**src/rtl/piso_pkg.sv**
```systemverilog
// Shared definitions for the PISO serializer: state encoding and frame length.
// Frame length grows by one parity bit when PISO_SERIALIZER_PARITY_EN is defined.
package piso_pkg;
  typedef enum logic {ST_IDLE = 1'b0, ST_SHIFT = 1'b1} state_t;

`ifdef PISO_SERIALIZER_PARITY_EN
  localparam bit PARITY_EN = 1'b1;
`else
  localparam bit PARITY_EN = 1'b0;
`endif

  function automatic int flen(input int width);
    return PARITY_EN ? width + 1 : width;
  endfunction
endpackage

```
**src/rtl/bit_down_counter.sv**
```systemverilog
// Loadable down-counter that saturates at zero; flags zero and one-remaining.
module bit_down_counter #(
  parameter int CW = 4
) (
  input  logic          clk,
  input  logic          rst,
  input  logic          load,
  input  logic          dec,
  input  logic [CW-1:0] load_val,
  output logic [CW-1:0] count,
  output logic          zero,
  output logic          last
);
  always_ff @(posedge clk) begin
    if (rst)                  count <= '0;
    else if (load)            count <= load_val;
    else if (dec && !zero)    count <= count - 1'b1;
  end

  assign zero = (count == '0);
  assign last = (count == CW'(1));
endmodule

```
**src/rtl/piso_serializer.sv**
```systemverilog
// Parallel-in serial-out transmitter with first/last framing strobes.
// Optional even-parity trailer bit enabled by PISO_SERIALIZER_PARITY_EN.
module piso_serializer
  import piso_pkg::*;
#(
  parameter int WIDTH     = 8,
  parameter bit LSB_FIRST = 1'b0
) (
  input  logic             clk,
  input  logic             rst,
  input  logic [WIDTH-1:0] in_data,
  input  logic             in_valid,
  output logic             in_ready,
  output logic             ser_out,
  output logic             ser_valid,
  output logic             ser_first,
  output logic             ser_last,
  output logic             busy
);
  localparam int FLEN = flen(WIDTH);
  localparam int CW   = $clog2(WIDTH + 2);

  state_t           state;
  logic [WIDTH-1:0] shreg;
  logic [WIDTH-1:0] load_rest, shreg_nxt;
  logic             first_bit, head, next_bit, accept;
  logic [CW-1:0]    cnt;
  logic             cnt_zero, cnt_last;
`ifdef PISO_SERIALIZER_PARITY_EN
  logic             par;
`endif

  assign in_ready = !rst && (state == ST_IDLE || ser_last);
  assign accept   = in_valid && in_ready;
  assign busy     = ser_valid;

  // Counter holds bits remaining including the one currently on ser_out.
  bit_down_counter #(.CW(CW)) u_cnt (
    .clk      (clk),
    .rst      (rst),
    .load     (accept),
    .dec      (state == ST_SHIFT && !accept && !cnt_zero),
    .load_val (CW'(FLEN)),
    .count    (cnt),
    .zero     (cnt_zero),
    .last     (cnt_last)
  );

  assign first_bit = LSB_FIRST ? in_data[0] : in_data[WIDTH-1];
  assign load_rest = LSB_FIRST ? {1'b0, in_data[WIDTH-1:1]} : {in_data[WIDTH-2:0], 1'b0};
  assign head      = LSB_FIRST ? shreg[0] : shreg[WIDTH-1];
  assign shreg_nxt = LSB_FIRST ? {1'b0, shreg[WIDTH-1:1]} : {shreg[WIDTH-2:0], 1'b0};
`ifdef PISO_SERIALIZER_PARITY_EN
  // Two remaining means the bit about to go out is the parity trailer.
  assign next_bit  = (cnt == CW'(2)) ? par : head;
`else
  assign next_bit  = head;
`endif

  always_ff @(posedge clk) begin
    if (rst) begin
      state     <= ST_IDLE;
      shreg     <= '0;
      ser_out   <= 1'b0;
      ser_valid <= 1'b0;
      ser_first <= 1'b0;
      ser_last  <= 1'b0;
`ifdef PISO_SERIALIZER_PARITY_EN
      par       <= 1'b0;
`endif
    end else if (accept) begin
      state     <= ST_SHIFT;
      shreg     <= load_rest;
      ser_out   <= first_bit;
      ser_valid <= 1'b1;
      ser_first <= 1'b1;
      ser_last  <= 1'b0;
`ifdef PISO_SERIALIZER_PARITY_EN
      par       <= ^in_data;
`endif
    end else if (state == ST_SHIFT) begin
      if (cnt_last) begin
        state     <= ST_IDLE;
        ser_out   <= 1'b0;
        ser_valid <= 1'b0;
        ser_first <= 1'b0;
        ser_last  <= 1'b0;
      end else begin
        shreg     <= shreg_nxt;
        ser_out   <= next_bit;
        ser_first <= 1'b0;
        ser_last  <= (cnt == CW'(2));
      end
    end
  end
endmodule
```
**config.mk**
```make
export PLATFORM = sky130hd
export DESIGN_NAME = piso_serializer
export DESIGN_NICKNAME = d
export VERILOG_FILES = /design/src/rtl/piso_pkg.sv /design/src/rtl/bit_down_counter.sv /design/src/rtl/piso_serializer.sv
export SDC_FILE = /design/constraint.sdc
export NUM_CORES = 1
export LEC_CHECK = 0
export ABC_AREA = 1
export CAP_MARGIN = 10
export CORE_MARGIN = 8
export CORE_UTILIZATION = 51
export DETAILED_ROUTE_END_ITERATION = 7
export GPL_TIMING_DRIVEN = 1
export PLACE_DENSITY = 0.79
export SLEW_MARGIN = 20
export SYNTH_ARGS = -nofsm -noshare
export SYNTH_HDL_FRONTEND = slang
export SYNTH_SLANG_ARGS = --single-unit
```
**constraint.sdc**
```tcl
create_clock -name clk -period 3.67 [get_ports clk]
set_input_delay 0.734 -clock clk [delete_from_list [all_inputs] [get_ports clk]]
set_output_delay 0.734 -clock clk [all_outputs]
set_load 0.01 [all_outputs]
```
wires.png
(6 px per micron) Only two layers are drawn.
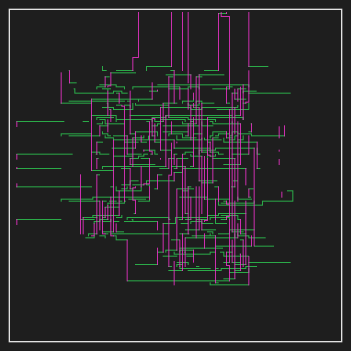
Key: green = metal 1 [wire length 831 microns]; magenta = metal 2 [wire length 721 microns]
GRT Total Usage: 12.72%
via count: 724
DR WL/cell: 11.58 microns

layer_met2.png
(6 px per micron)
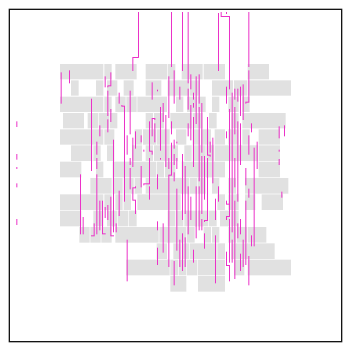
The longest straight run is 23.1 microns. The layer carries 721 microns of wire. The layer holds 43% of the routed length. 102 nets have wire on it.
final WL: 1.668 mm
met2 usage: 19.59%

io_placement.png
(8 px per micron) Pins as bars across the die edge, other pins in grey.
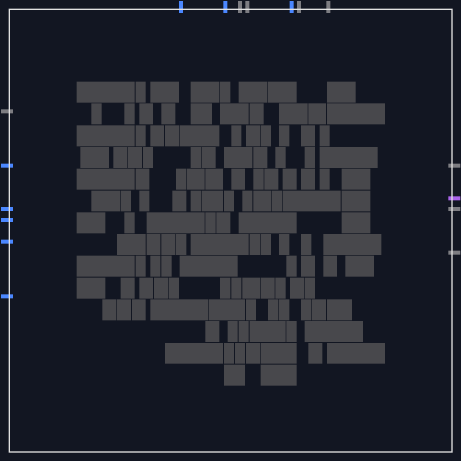
Key: blue = in_data [pins 8, direction input, edge 5 west, 3 north]; purple = ser_valid [pins 1, direction output, edge east]
All pins by edge: 7 north, 6 west, 4 east.
DIE WIDTH: 55.16 microns
port buffer count: 16
Die Height: 55.16 microns

==> cells in the mapped netlist, drive strengths merged <==
master / count / share of area (%)
nand3: 14 / 9.6
xor2: 1 / 1.1
a21oi: 8 / 5.1
o21ai: 13 / 8.3
dfxtp: 16 / 41
buf: 2 / 1.9
inv: 20 / 9.6
nand4: 2 / 1.6
nand2: 27 / 13
ha: 4 / 6.4
a31oi: 1 / 0.80
nor2: 2 / 1.3
==> layer usage <==
| metal | vias to the layer above | GRT usage [%] |
|---|---|---|
| li1 | 389 | - |
| met1 | 314 | 15.56 |
| met2 | 16 | 19.59 |
| met3 | 5 | 2.406 |
| met4 | 0 | 8.800 |
| met5 | - | 0 |
==> impl_metrics.toml <==
# synthesis and place-and-route metrics
[outcome]
outcome = "finished clean"

[placed_design]
dp.cells = 140

[layout]
logic_gates = 72
nFillCells = 126
n_antenna_cell = 0
layout.area.comb_sq_um = 371.6
buffers = 16
sh_comb_area_pct = 37.79

[synth]
yosys.stat.seqShare_pct = 40.96
syn_area_per_cell_sq_um = 7.109
synth_xor_xnor_area_share_pct = 1.120
yosys_area_sq_um = 782.0

[critical_path]
cp-end-kind = "output port"
cp_max_fo = 5
cp.depth = 3
critPathMaxStageDelay_ns = 0.57
crit_arrival_ns = 1.98

[power_and_ir_drop]
p_leak_nw = 0.4439
power_w = 0.0003789

[clock_network]
cts-resized-gates = 0
post_cts_buffers = 0
cts_buffers = 3

[final_timing]
fin_skew_ns = 0.001313

[grt]
grt_pass1_vias = 698
